===== config.mk =====
export PLATFORM = sky130hd
export DESIGN_NAME = distance_engine
export DESIGN_NICKNAME = d
export VERILOG_FILES = /design/src/rtl/distance_pkg.sv /design/src/rtl/distance_engine_lane.sv /design/src/rtl/distance_engine.sv
export SDC_FILE = /design/constraint.sdc
export NUM_CORES = 1
export LEC_CHECK = 0
export CAP_MARGIN = 20
export CELL_PAD_IN_SITES_DETAIL_PLACEMENT = 0
export CELL_PAD_IN_SITES_GLOBAL_PLACEMENT = 1
export CORE_MARGIN = 5
export CORE_UTILIZATION = 27
export DETAILED_ROUTE_END_ITERATION = 10
export PLACE_DENSITY = 0.56
export SLEW_MARGIN = 10
export SYNTH_ARGS = -nofsm -noshare
export SYNTH_HDL_FRONTEND = slang
export SYNTH_SLANG_ARGS = --single-unit

===== constraint.sdc =====
create_clock -name clk -period 5.6 [get_ports clk]
set_input_delay 0.56 -clock clk [delete_from_list [all_inputs] [get_ports clk]]
set_output_delay 0.56 -clock clk [all_outputs]
set_load 0.02 [all_outputs]

===== src/rtl/distance_pkg.sv =====
// Shared types and parameter derivations for the multi-lane KNN distance engine.
package distance_pkg;

  typedef enum logic {
    METRIC_SQ_EUCLID = 1'b0,
    METRIC_MANHATTAN = 1'b1
  } metric_e;

  typedef enum logic [1:0] {
    ST_IDLE  = 2'd0,
    ST_RUN   = 2'd1,
    ST_DRAIN = 2'd2,
    ST_OUT   = 2'd3
  } state_e;

  function automatic int clog2(input int value);
    int result;
    result = 0;
    for (int v = value - 1; v > 0; v = v >> 1) result++;
    return result;
  endfunction

  function automatic int calc_nchunk(input int features, input int lanes);
    return (features + lanes - 1) / lanes;
  endfunction

  // Wide enough that FEATURES worst-case squared differences cannot wrap.
  function automatic int calc_acc_w(input int w, input int features);
    return 2 * w + 2 + clog2(features);
  endfunction

endpackage


===== src/rtl/distance_engine_lane.sv =====
// One distance lane: registered signed difference, then registered square or magnitude.
module dist_lane
  import distance_pkg::*;
#(
  parameter int W = 8
) (
  input  logic             clk,
  input  logic             rst,
  input  logic             load,
  input  logic             lane_en,
  input  metric_e          metric,
  input  logic [W-1:0]     train,
  input  logic [W-1:0]     query,
  output logic [2*W+1:0]   term
);

  logic signed [W:0]     diff;
  logic signed [2*W+1:0] diff_wide;
  logic signed [2*W+1:0] square;
  logic        [W:0]     magnitude;

  always_comb begin
    diff_wide = (2*W+2)'(diff);
    square    = diff_wide * diff_wide;
    magnitude = diff[W] ? -diff : diff;
  end

  // Masked lanes load a zero difference so they add nothing for either metric.
  always_ff @(posedge clk) begin
    if (rst) begin
      diff <= '0;
      term <= '0;
    end else begin
      if (load) begin
        diff <= lane_en ? ($signed({train[W-1], train}) - $signed({query[W-1], query})) : '0;
      end
      term <= (metric == METRIC_MANHATTAN) ? {{(W+1){1'b0}}, magnitude} : $unsigned(square);
    end
  end

endmodule


===== src/rtl/distance_engine.sv =====
// Multi-lane KNN distance engine: streams chunks of a training/query vector pair and
// returns a saturated squared-Euclidean or Manhattan distance with the training label.
module distance_engine
  import distance_pkg::*;
#(
  parameter int FEATURES = 16,
  parameter int W        = 8,
  parameter int LANES    = 4,
  parameter int TYPE_W   = 4,
  parameter int OUT_W    = 16
) (
  input  logic                 clk,
  input  logic                 rst,
  input  logic                 start,
  input  logic                 metric_sel,
  input  logic                 chunk_valid,
  output logic                 chunk_ready,
  input  logic [W*LANES-1:0]   chunk_train,
  input  logic [W*LANES-1:0]   chunk_query,
  input  logic [TYPE_W-1:0]    chunk_type,
  output logic                 dist_valid,
  input  logic                 dist_ready,
  output logic [OUT_W-1:0]     distance,
  output logic [TYPE_W-1:0]    data_type,
  output logic                 sat,
  output logic                 busy
);

  localparam int NCHUNK     = calc_nchunk(FEATURES, LANES);
  localparam int ACC_W      = calc_acc_w(W, FEATURES);
  localparam int TERM_W     = 2 * W + 2;
  localparam int CNT_W      = (clog2(NCHUNK) < 1) ? 1 : clog2(NCHUNK);
  localparam int LAST_LANES = FEATURES - (NCHUNK - 1) * LANES;
  localparam logic [CNT_W-1:0] LAST_CHUNK = CNT_W'(NCHUNK - 1);
  localparam logic [ACC_W+OUT_W-1:0] SAT_LIMIT = {{ACC_W{1'b0}}, {OUT_W{1'b1}}};

  state_e             state;
  state_e             state_next;
  metric_e            metric_q;
  logic [CNT_W-1:0]   chunk_cnt;
  logic               drain_cnt;
  logic               s1_valid;
  logic               s2_valid;
  logic [ACC_W-1:0]   acc;
  logic [ACC_W-1:0]   lane_sum;
  logic [TERM_W-1:0]  lane_term [LANES];
  logic               beat;
  logic               last_chunk;

  assign beat       = chunk_valid && chunk_ready;
  assign last_chunk = (chunk_cnt == LAST_CHUNK);

  for (genvar i = 0; i < LANES; i++) begin : g_lane
    logic lane_en;
    if (i < LAST_LANES) begin : g_full
      assign lane_en = 1'b1;
    end else begin : g_tail
      assign lane_en = !last_chunk;
    end

    dist_lane #(.W(W)) u_lane (
      .clk     (clk),
      .rst     (rst),
      .load    (beat),
      .lane_en (lane_en),
      .metric  (metric_q),
      .train   (chunk_train[(i+1)*W-1 -: W]),
      .query   (chunk_query[(i+1)*W-1 -: W]),
      .term    (lane_term[i])
    );
  end

  always_comb begin
    lane_sum = '0;
    for (int i = 0; i < LANES; i++) lane_sum = lane_sum + ACC_W'(lane_term[i]);
  end

  always_ff @(posedge clk) begin
    if (rst) state <= ST_IDLE;
    else     state <= state_next;
  end

  // Two DRAIN cycles cover the difference and term stages behind the last beat.
  always_comb begin
    state_next = state;
    unique case (state)
      ST_IDLE:  if (start) state_next = ST_RUN;
      ST_RUN:   if (beat && last_chunk) state_next = ST_DRAIN;
      ST_DRAIN: if (drain_cnt) state_next = ST_OUT;
      ST_OUT:   if (dist_ready) state_next = ST_IDLE;
      default:  state_next = ST_IDLE;
    endcase
  end

  always_ff @(posedge clk) begin
    if (rst) begin
      metric_q  <= METRIC_SQ_EUCLID;
      chunk_cnt <= '0;
      drain_cnt <= 1'b0;
      s1_valid  <= 1'b0;
      s2_valid  <= 1'b0;
      acc       <= '0;
      data_type <= '0;
    end else begin
      s1_valid  <= beat;
      s2_valid  <= s1_valid;
      drain_cnt <= (state == ST_DRAIN) ? !drain_cnt : 1'b0;
      if (state == ST_IDLE && start) begin
        acc       <= '0;
        chunk_cnt <= '0;
        metric_q  <= metric_e'(metric_sel);
      end else if (s2_valid) begin
        acc <= acc + lane_sum;
      end
      if (beat) begin
        chunk_cnt <= chunk_cnt + CNT_W'(1);
        if (last_chunk) data_type <= chunk_type;
      end
    end
  end

  // The accumulator is frozen in OUT, so the combinational result stays stable.
  assign sat         = {{OUT_W{1'b0}}, acc} > SAT_LIMIT;
  assign distance    = sat ? {OUT_W{1'b1}} : OUT_W'(acc);
  assign chunk_ready = (state == ST_RUN);
  assign dist_valid  = (state == ST_OUT);
  assign busy        = (state != ST_IDLE);

endmodule


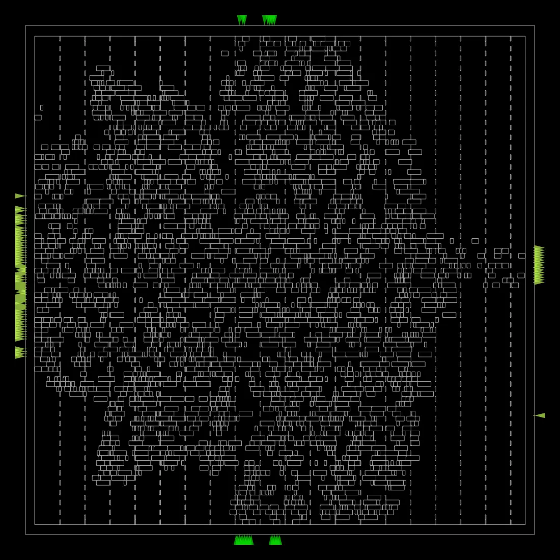
*Placed standard cells, run 1*
flip-flop and latch count: 142
Row Count: 99
utilization after layout: 30.9%

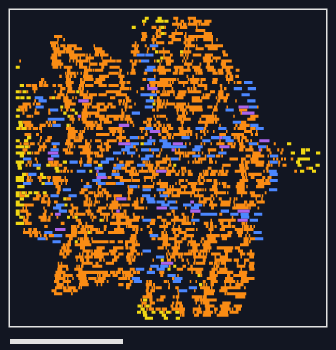
*Cells coloured by class, run 1*
The bar under the picture is 100 um long.
| colour | class | cells |
|---|---|---|
| purple | clock drivers and dummy loads | 32 |
| yellow | other buffers and delay cells | 128 |
| blue | flip-flops | 142 |
| orange | all other logic | 2,054 |

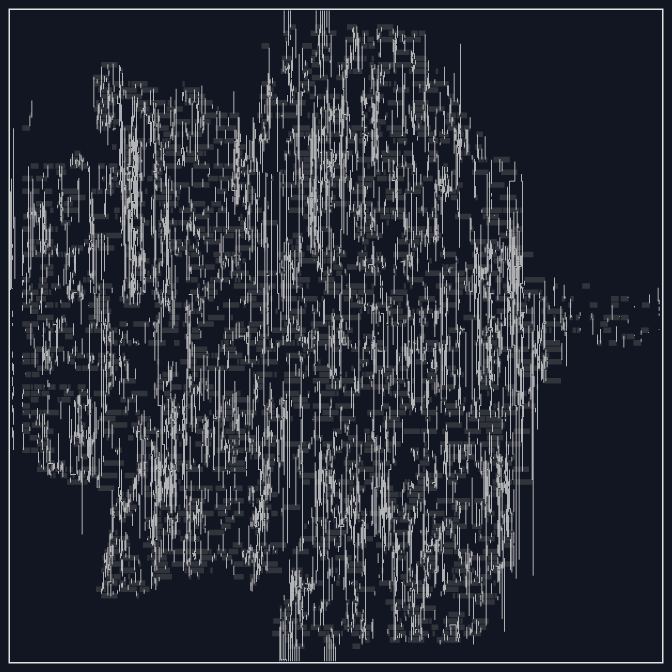
*The metal 2 layer, run 1*
Cells faint in the background.
longest straight run: 96.9 um
nets with wire on the layer: 2,407
share of all routed wire: 45%
main direction: vertical
wire length on this layer: 22.6 mm
via count: 14,511
met2 capacity usage during global routing: 21.2%
wirelength, routed: 50.4 mm

[run 1: path summary, 6_finish.rpt]
| check | end | slack [ps] | cells past startpoint |
|---|---|---|---|
| max reg2reg | g_lane[2].u_lane.term[16]$_SDFF_PP0_ | 400 | 18 |
| max | g_lane[2].u_lane.term[16]$_SDFF_PP0_ | 400 | 18 |
| min | drain_cnt$_SDFF_PP0_ | 420 | 1 |
| min reg2reg | drain_cnt$_SDFF_PP0_ | 420 | 1 |
[run 1: stage by stage]
stage | setup WS, ps | total power, mW | util [%]
global placement | 379 | 4.71 | 30.1
detailed placement | 277 | 4.73 | 30.1
floorplan | 422 | 3.69 | -
global route | 62.4 | 6.45 | 30.9
CTS | 270 | 5.95 | 30.9
finish | 401 | 5.84 | 30.9
[run 1: cell usage after synthesis (15+ instances only)]
library cell	instances	area, sq um
sky130_fd_sc_hd__inv_1	505	1900
sky130_fd_sc_hd__fa_1	279	5590
sky130_fd_sc_hd__ha_1	248	3100
sky130_fd_sc_hd__nor2_1	187	702
sky130_fd_sc_hd__nand2_1	170	638
sky130_fd_sc_hd__dfxtp_1	142	2840
sky130_fd_sc_hd__xnor2_1	92	806
sky130_fd_sc_hd__a21oi_1	70	350
sky130_fd_sc_hd__clkbuf_1	64	240
sky130_fd_sc_hd__nor2b_1	48	300
sky130_fd_sc_hd__o21ai_0	46	230
sky130_fd_sc_hd__xor2_1	40	350
sky130_fd_sc_hd__nor3_1	36	180
sky130_fd_sc_hd__a211oi_1	34	255
sky130_fd_sc_hd__nand3_1	31	155
sky130_fd_sc_hd__a21o_1	29	218
sky130_fd_sc_hd__and2_1	29	181
sky130_fd_sc_hd__nand2b_1	16	100
sky130_fd_sc_hd__o31ai_1	16	120
sky130_fd_sc_hd__mux2i_1	15	150
==> results.toml, run 1 <==
# yosys + openroad results
[run_status]
run_status = "finished, final reports clean"

[pwr]
total_clock_network_power_mw = 1.18
peakVddDrop_uv = 215
netSwitchingFraction_pct = 44.7
power.combinational.total_mw = 3.27
leakage_nw = 11.6
share_seq_of_total_power_pct = 23.9
power_frac_clock_pct = 20.2

[clocking]
tritoncts = "yes"
clk_transition_reported_paths_ps = 60
insertion_delay_ps = 460
cts-buffers-inserted = 17
cts_buffer_depth = 2
cts.sink_count = 142
post_cts.repair.setup_buffers = 0
clock_tree.root_cell = "sky130_fd_sc_hd__clkbuf_16"

[critical_path]
critical-path-max-stage-delay_ps = 530
critical_path.startpoint_type = "register"
cpMaxStageDelayCell = "sky130_fd_sc_hd__fa_1"
r2r-start = "g_lane[2].u_lane.diff[6]$_SDFFE_PP0P_"
worstPathCellList = "inv_1, nor2_1, inv_1, fa_1, inv_1, fa_1, inv_1, fa_1, inv_1, fa_1, ha_1, ha_1, a21o_1, a2111oi_4, nor3_1, o31ai_2, xor2_1, nor2_1"
critical_path.n_buffers_inverters = 5
critical_path_arrival_ps = 5510

[finish]
nNonClkBuffers = 128
biggestRegsByFlops = "g_lane.u_lane.term (72), g_lane.u_lane.diff (36), acc (22)"
multi_input_comb_area_sq_um = 14800
drive_above_1_share_pct = 4.67
nMultiInputCombCells = 1546
inv_count = 508
stdcell_area_sq_um = 22500
largest_reg_flops = 72
num-clock-buffers = 23

[job]
stage_log_warnings = 51
max_cap_violations = 0

[route]
vias_per_cell = 4.38
dr_wl_met3_mm = 1.98
drtPass1Iterations = 5
final_antenna_net_count = 0
drt_drc_violations_left = 0

[logic_synthesis]
ys_cells = 2268
yosys-dominant-comb-family = "adder cells"
yosysUniqueCellTypes = 66
ys.warnings.count = 0
post_synth_instance_area_sq_um = 19800
mux_area_share_pct = 0.987
yosys_most_used_dff = "sky130_fd_sc_hd__dfxtp_1"
postSynthAreaPerCell_sq_um = 8.72
number_of_instances_in_the_synthesized_netlist = 2268
xor_area_share_pct = 5.85

[floorplanning]
core_area_sq_um = 72800
total_die_area_sq_um = 78800
boundaryPins = 98
floorplan.die.height_um = 281
number_of_well_tap_cells_placed = 959

[grt]
via_count_of_the_first_global_routing_pass = 15609
grt_use_total_pct = 13.2
groute.layer.met3.usage_pct = 2.77
busiest_layer = "met2"

[timing]
worst_pin_slew_ps = 1020
setup-violations-final = 0
setup_tns_ps = 0
timing.slew.headroom_pct = 31.2

[placed_design]
dp_cells = 3283
place.gp.congestion = 0.818
port-buffer-count = 97
==> run 2: changes to the inputs <==
- CORE_MARGIN: 5 -> 3
- MAX_ROUTING_LAYER: default -> met4
- clock period: 5.6 -> 5.3 ns (I/O delays scaled with it)
==> run 2 against run 1 <==
  * The run now fails in detailed routing
  * Synthesized cell count did not move
  * Global-route usage is 0.82 points higher
  * Synthesized area is the same
==> results.toml, run 2 <==
# implementation run metrics
[logic_synthesis]
synthesis.nets = 2869
yosysUniqueCellTypes = 66
postSynthAreaPerCell_sq_um = 8.72
ys_ff = 142
ys_cells = 2268
number_of_instances_in_the_synthesized_netlist = 2268
top_area_cell = "sky130_fd_sc_hd__fa_1"
share_of_the_yosys_chip_area_belonging_to_registers_pct = 14.4
most_common_cell = "sky130_fd_sc_hd__inv_1"
post_synth_instance_area_sq_um = 19800
yosys_most_used_dff = "sky130_fd_sc_hd__dfxtp_1"
postSynth.asyncResetShare_pct = 0
common_cells = "sky130_fd_sc_hd__inv_1 (505), sky130_fd_sc_hd__fa_1 (279), sky130_fd_sc_hd__ha_1 (248)"
yosys_stat_area_sq_um = 19800
synth-edff-count = 0
topCellsByArea = "sky130_fd_sc_hd__fa_1 (28%), sky130_fd_sc_hd__ha_1 (16%), sky130_fd_sc_hd__dfxtp_1 (14%)"
post-synth-top-area-fraction_pct = 28.2
ys.warnings.count = 0

[placed_design]
hpwl_mm = 43.7
dp_cells = 3283
place.gp.congestion = 0.828
dpl_cell_area_sq_um = 22000
port-buffer-count = 97

[grt]
globalRouteOverflowTotal = 0
via_count_of_the_first_global_routing_pass = 15418
pin_count_of_the_biggest_net_entering_global_routing = 60
grt_antenna_before_repair = 0
grt_use_total_pct = 14.1
grt_pass1_wl_mm = 83.2

[clocking]
cts.sink_count = 142
cts_stage_hold_buffer_count = 0
htree_num_levels = 4
cts-buffers-inserted = 17
clock_tree.root_cell = "sky130_fd_sc_hd__clkbuf_16"
cts_buffer_depth = 2

[run_status]
tool.error = "[ERROR DRT-0255] Maze Route cannot find path of net clk in worker of routeBox ( 241500 48300 ) ( 276640 96600 )."
flow.stopped_at = "detailed routing"
run_status = "aborted with a tool error"

[floorplanning]
floorplan.die.width_um = 277
floorplan.die.height_um = 277
core.rowCount = 98
boundaryPins = 98
share_of_the_core_filled_by_cells_before_placement_pct = 27.5

[timing]
grt-worst-endpoint = "g_lane[1].u_lane.term[17]$_SDFF_PP0_/D"
worstEpCategory = "register data pin"
[run 2: cell counts after synthesis]
Identical to the previous run, type by type.
[run 2: layer usage]
layer / track usage [%]
met1: 19.4
met2: 21.1
met3: 2.58
met4: 3.77
met5: -
[run 2: what timing repair did]
action / in CTS / in global routing
setup buffers: 0 / 0
resized: 0 / 17
setup endpoints to repair: 0 / 13
[run 2: logic make-up after synthesis]
| logic type | Yosys count | synth area share (%) |
|---|---|---|
| AOI/OAI and AO/OA | 295 | 10.4 |
| xor gates and xnor gates | 132 | 5.85 |
| adders and majority gates | 527 | 43.9 |
| buffers and inverters | 580 | 11.0 |
| DFF | 142 | 14.4 |
| muxes | 19 | 0.987 |
| and+or+nand+nor | 573 | 13.4 |
[run 2: stage by stage]
step                power, mW  hold slack [ps]  setup WS (ps)
floorplan                3.90              398            122
global route             6.80              440           8.60
CTS                      6.27              398            147
global placement         4.97              409            220
detailed placement       5.00              413            176
==> run 3: changes to the inputs <==
- CELL_PAD_IN_SITES_DETAIL_PLACEMENT: 0 -> default
- CELL_PAD_IN_SITES_GLOBAL_PLACEMENT: 1 -> default
- CORE_UTILIZATION: 27 -> 20
- MAX_ROUTING_LAYER: met4 -> default
- PLACE_DENSITY: 0.56 -> default
- PLACE_DENSITY_LB_ADDON: default -> 0.15
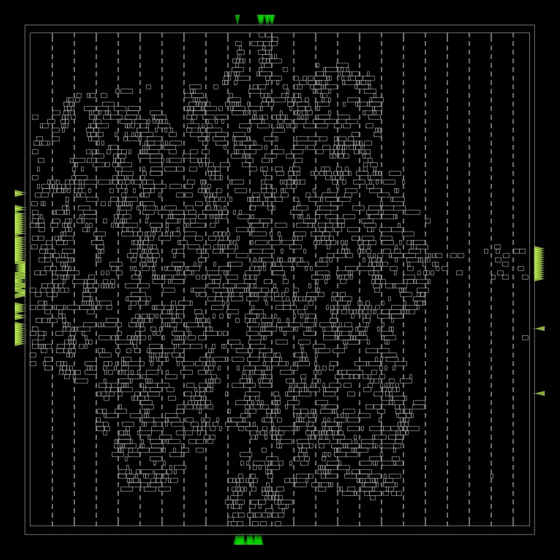
*Placed standard cells, run 3*
number of well-tap cells placed: 1,276
Core Footprint: 97,400 sq um
final non-filler cell total: 3,655
Row Count: 114

==> run 3 against run 2 <==
  * The run now ends clean
  * Global-route usage fell by 2.9 points
  * Synthesized area stayed put
  * Synthesized cell count unchanged
==> results.toml, run 3 <==
# yosys + openroad results
[run_status]
run_status = "finished, final reports clean"

[critical_path]
critical_path_arrival_ps = 5330
critical_path.startpoint_type = "register"
critical_path.n_buffers_inverters = 4
r2r-start = "g_lane[1].u_lane.diff[6]$_SDFFE_PP0P_"

[pwr]
leakage_nw = 11.7

[logic_synthesis]
post-synth-top-area-fraction_pct = 28.2
postSynth.asyncResetShare_pct = 0
yosysUniqueCellTypes = 66
ys_cells = 2268
most_common_cell = "sky130_fd_sc_hd__inv_1"
topCellsByArea = "sky130_fd_sc_hd__fa_1 (28%), sky130_fd_sc_hd__ha_1 (16%), sky130_fd_sc_hd__dfxtp_1 (14%)"
ys_ff = 142

[clocking]
insertion_delay_ps = 470
cts-buffers-inserted = 17
htree_num_levels = 4
tritoncts = "yes"
clock_tree.root_cell = "sky130_fd_sc_hd__clkbuf_16"
cts.sink_count = 142
clk_transition_reported_paths_ps = 70

[grt]
via_count_of_the_first_global_routing_pass = 15857
busiest_layer = "met2"
grt_antenna_before_repair = 4
globalRouteOverflowTotal = 0
groute.layer.met3.usage_pct = 1.84
groute.layer.met1.usage_pct = 16.3

[finish]
num-clock-buffers = 19
largest_reg_flops = 72
inv_count = 508
nMultiInputCombCells = 1546
layout.sequential_cells = 142
multi_input_comb_area_sq_um = 14800
drive_above_1_share_pct = 6.06

[floorplanning]
floorplan.die.height_um = 320
share_of_the_core_filled_by_cells_before_placement_pct = 20.3
total_die_area_sq_um = 103000

[worst_hold_path]
whs_endpoint = "drain_cnt$_SDFF_PP0_"
worst_hold_path_stage_count = 1

[timing]
setup-violations-final = 0
timing.slew.headroom_pct = 38.7

[job]
max_cap_violations = 0

[placed_design]
hpwl_mm = 47.6
port-buffer-count = 97
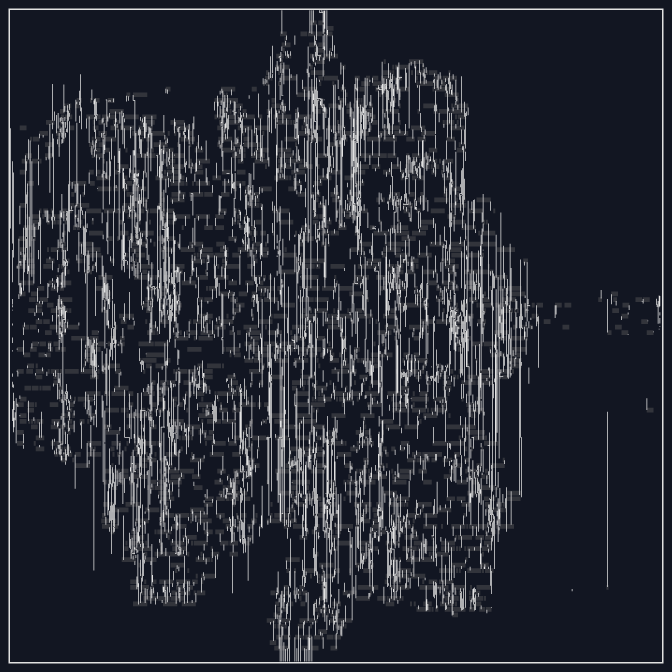
*The metal 2 layer, run 3*
Cells faint in the background.
wire length on this layer: 24.0 mm
nets with wire on the layer: 2,405
via count: 14,467
met2 capacity usage during global routing: 17.5%
wirelength, routed: 55.2 mm

## run 3: cell counts after synthesis
No cell type changed its count.
## run 3: power by group
part / total, mW / internal (mW) / switching, mW
Sequential: 1.45 / 1.25 / 0.200
Clock: 1.24 / 0.668 / 0.567
Combinational: 3.56 / 1.44 / 2.12
## run 3: worst max path at each step
stage	end
CTS	g_lane[1].u_lane.term[16]$_SDFF_PP0_
floorplan	g_lane[2].u_lane.term[17]$_SDFF_PP0_
finish	g_lane[1].u_lane.term[16]$_SDFF_PP0_
detailed placement	g_lane[1].u_lane.term[16]$_SDFF_PP0_
global placement	g_lane[1].u_lane.term[16]$_SDFF_PP0_
global route	g_lane[1].u_lane.term[17]$_SDFF_PP0_
## run 3: what timing repair did
| action | in CTS | in global routing |
|---|---|---|
| setup buffers | 0 | 0 |
| gates resized | 0 | 12 |
| endpoints found under the setup margin | 0 | 9 |
## run 3: logic make-up after synthesis
group / after synthesis / synth area share (%)
adders and majority gates: 527 / 43.9
DFF: 142 / 14.4
and+or+nand+nor: 573 / 13.4
AOI/OAI and AO/OA: 295 / 10.4
muxes: 19 / 0.987
xor gates and xnor gates: 132 / 5.85
buffers and inverters: 580 / 11.0
## run 3: metrics by stage
| stage | hold WS (ps) | worst slack (ps) | std cells | instance area [sq um] | utilization (%) |
|---|---|---|---|---|---|
| 2_1_floorplan | 398 | 122 | 2268 | 19800 | - |
| 3_3_place_gp | 412 | 187 | 3619 | 22500 | 23.0 |
| 3_5_place_dp | 411 | 148 | 3620 | 22500 | 23.1 |
| 4_1_cts | 420 | 123 | 3652 | 23000 | 23.6 |
| 5_1_grt | 443 | 5.89 | 3653 | 23100 | 23.7 |
| 6_report | 422 | 293 | 3655 | 23100 | 23.7 |
==> run 4: changes to the inputs <==
- CELL_PAD_IN_SITES_DETAIL_PLACEMENT: default -> 1
- CELL_PAD_IN_SITES_GLOBAL_PLACEMENT: default -> 2
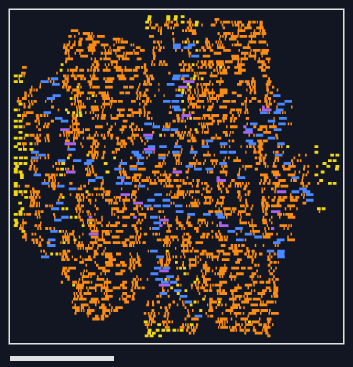
*Cells coloured by class, run 4*
The bar under the picture is 100 um long.
| colour | class | cells |
|---|---|---|
| blue | flip-flops | 142 |
| yellow | other buffers and delay cells | 162 |
| orange | all other logic | 2,054 |
| purple | clock drivers and dummy loads | 32 |

==> run 4 against run 3 <==
  * Hold slack better by 7.6 ps
  * Cell area is 0.70% higher
  * Critical path depth is 1 higher
  * Synthesized cell count stayed put
  * Non-clock buffer count is 13 higher
==> results.toml, run 4 <==
# yosys + openroad results
[pwr]
leakage_nw = 11.8
peakVddDrop_uv = 214
power.total_mw = 6.43

[floorplanning]
floorplan.die.width_um = 320
number_of_well_tap_cells_placed = 1276
boundaryPins = 98
core.rowCount = 114
floorplan.die.height_um = 320
core_area_sq_um = 97400

[timing]
fin_worst_hold_slack_ps = 430
worst_pin_slew_ps = 925
setup_tns_ps = 0
timing.slew.headroom_pct = 38.3

[logic_synthesis]
top_area_cell = "sky130_fd_sc_hd__fa_1"
yosys_stat_area_sq_um = 19800
number_of_instances_in_the_synthesized_netlist = 2268
post-synth-top-area-fraction_pct = 28.2
synth_compound_gate_area_share_pct = 10.4
common_cells = "sky130_fd_sc_hd__inv_1 (505), sky130_fd_sc_hd__fa_1 (279), sky130_fd_sc_hd__ha_1 (248)"
yosys-dominant-comb-family = "adder cells"
yosysUniqueCellTypes = 66
topCellsByArea = "sky130_fd_sc_hd__fa_1 (28%), sky130_fd_sc_hd__ha_1 (16%), sky130_fd_sc_hd__dfxtp_1 (14%)"
postSynthAreaPerCell_sq_um = 8.72
most_common_cell = "sky130_fd_sc_hd__inv_1"
post_synth_instance_area_sq_um = 19800

[critical_path]
cp-endpoint = "g_lane[2].u_lane.term[17]$_SDFF_PP0_"
reg2regPathDepth = 18
r2r-end = "g_lane[2].u_lane.term[17]$_SDFF_PP0_"
r2r-start = "g_lane[2].u_lane.diff[1]$_SDFFE_PP0P_"
critical_path_arrival_ps = 5290
reg2reg_slack_ps = 340

[placed_design]
port-buffer-count = 97
hpwl_mm = 52.0
place.gp.congestion = 0.765

[grt]
grt_antenna_before_repair = 4
pin_count_of_the_biggest_net_entering_global_routing = 59
via_count_of_the_first_global_routing_pass = 16688
groute.layer.met3.usage_pct = 1.65

[job]
stage_log_warnings = 51

[clocking]
cts.sink_count = 142
cts_stage_hold_buffer_count = 0
clock_tree.root_cell = "sky130_fd_sc_hd__clkbuf_16"
htree_num_levels = 4
tritoncts = "yes"

[finish]
nMultiInputCombCells = 1546
num-clock-buffers = 17
drive_above_1_share_pct = 6.69
multi_input_comb_area_sq_um = 14800
layout.sequential_cells = 142

[route]
dr_wl_met3_mm = 1.40
routed-via-count = 14677
vias_per_cell = 4.00

[run_status]
run_status = "finished, final reports clean"

[worst_hold_path]
whs_endpoint = "drain_cnt$_SDFF_PP0_"
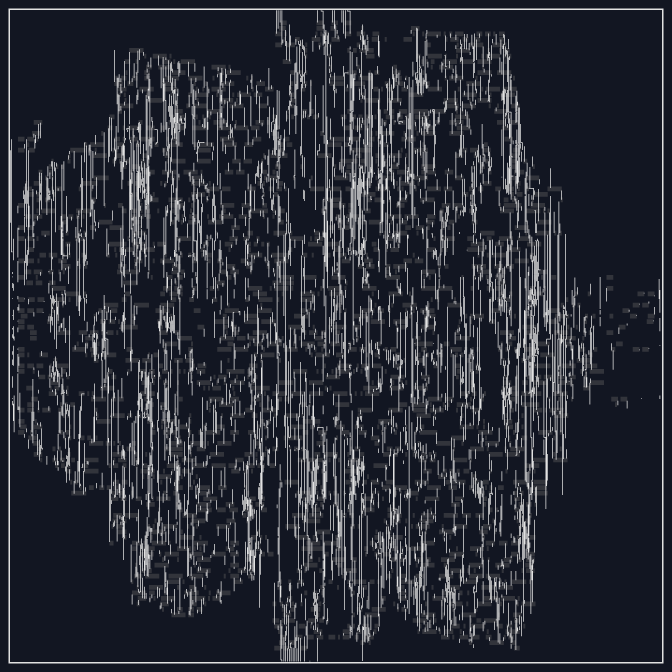
*The metal 2 layer, run 4*
Cells faint in the background.
wire length on this layer: 26.2 mm
share of all routed wire: 44%
nets with wire on the layer: 2,524

==> run 4: netlist changes by cell type in the layout (fill, tap and decap cells not counted), sizes merged <==
cell / previous run / this run
bufinv: 1 / 4
clkinvlp: 3 / 2
clkbuf: 20 / 17
inv: 512 / 511
clkdlybuf4s18: 1 / 0
clkinv: 5 / 6
buf: 51 / 66
==> run 4: power by group <==
group / leakage [nW] / internal [mW] / switching, mW
clock: 0.305 / 0.793 / 0.555
sequential: 1.16 / 1.25 / 0.203
combinational: 10.3 / 1.46 / 2.17
total: 11.8 / 3.50 / 2.93
==> run 4: critical path, cell delays in order (launching register included) <==
cell and delay (ps):
sky130_fd_sc_hd__dfxtp_1 340, sky130_fd_sc_hd__buf_4 200, sky130_fd_sc_hd__nand2_1 140, sky130_fd_sc_hd__fa_1 580, sky130_fd_sc_hd__inv_1 140, sky130_fd_sc_hd__fa_1 610
sky130_fd_sc_hd__inv_1 120, sky130_fd_sc_hd__fa_1 530, sky130_fd_sc_hd__fa_1 540, sky130_fd_sc_hd__inv_1 40, sky130_fd_sc_hd__ha_1 290, sky130_fd_sc_hd__ha_1 360
sky130_fd_sc_hd__o21ai_0 180, sky130_fd_sc_hd__nand2b_1 100, sky130_fd_sc_hd__and2_1 190, sky130_fd_sc_hd__a21oi_1 140, sky130_fd_sc_hd__o31ai_1 100, sky130_fd_sc_hd__xnor2_1 170
sky130_fd_sc_hd__nor2_1 50
==> run 4: stage by stage <==
stage	instance area [sq um]	instances	utilization [%]	setup WS, ps
2_1_floorplan	19800	2268	-	122
3_3_place_gp	22600	3634	23.2	266
3_5_place_dp	22600	3634	23.2	171
4_1_cts	23200	3666	23.8	141
5_1_grt	23200	3666	23.9	19.9
6_report	23200	3668	23.9	345

==> notes/layouts.md <==
Pictures saved along the way, in no particular order.

Clock wires, drivers and flops.
The bar under the picture is 100 um long.
panel A
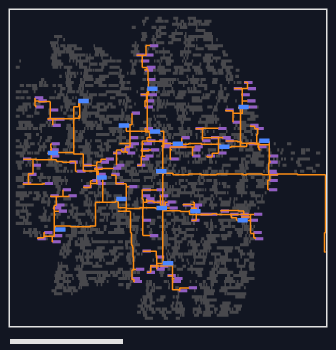
panel B
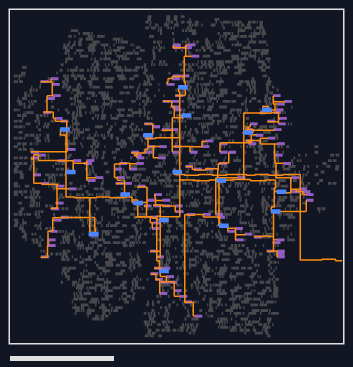
panel C
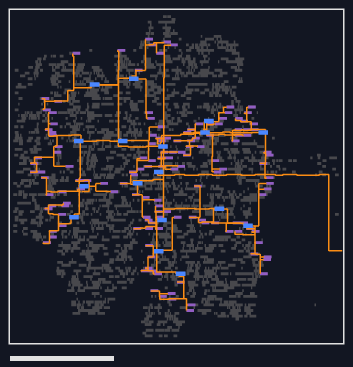
panel A -> run 1
panel C -> run 3
panel B -> run 4
Of these, smallest die: panel A

Key to panel C:
[orange] clock wires | length: 2,980 um
[purple] flip-flops | count: 142
[blue] cells driving clock nets | count: 17
routed clock nets: 18

Power figures rest on the tool's default switching activity, not on a simulated workload.
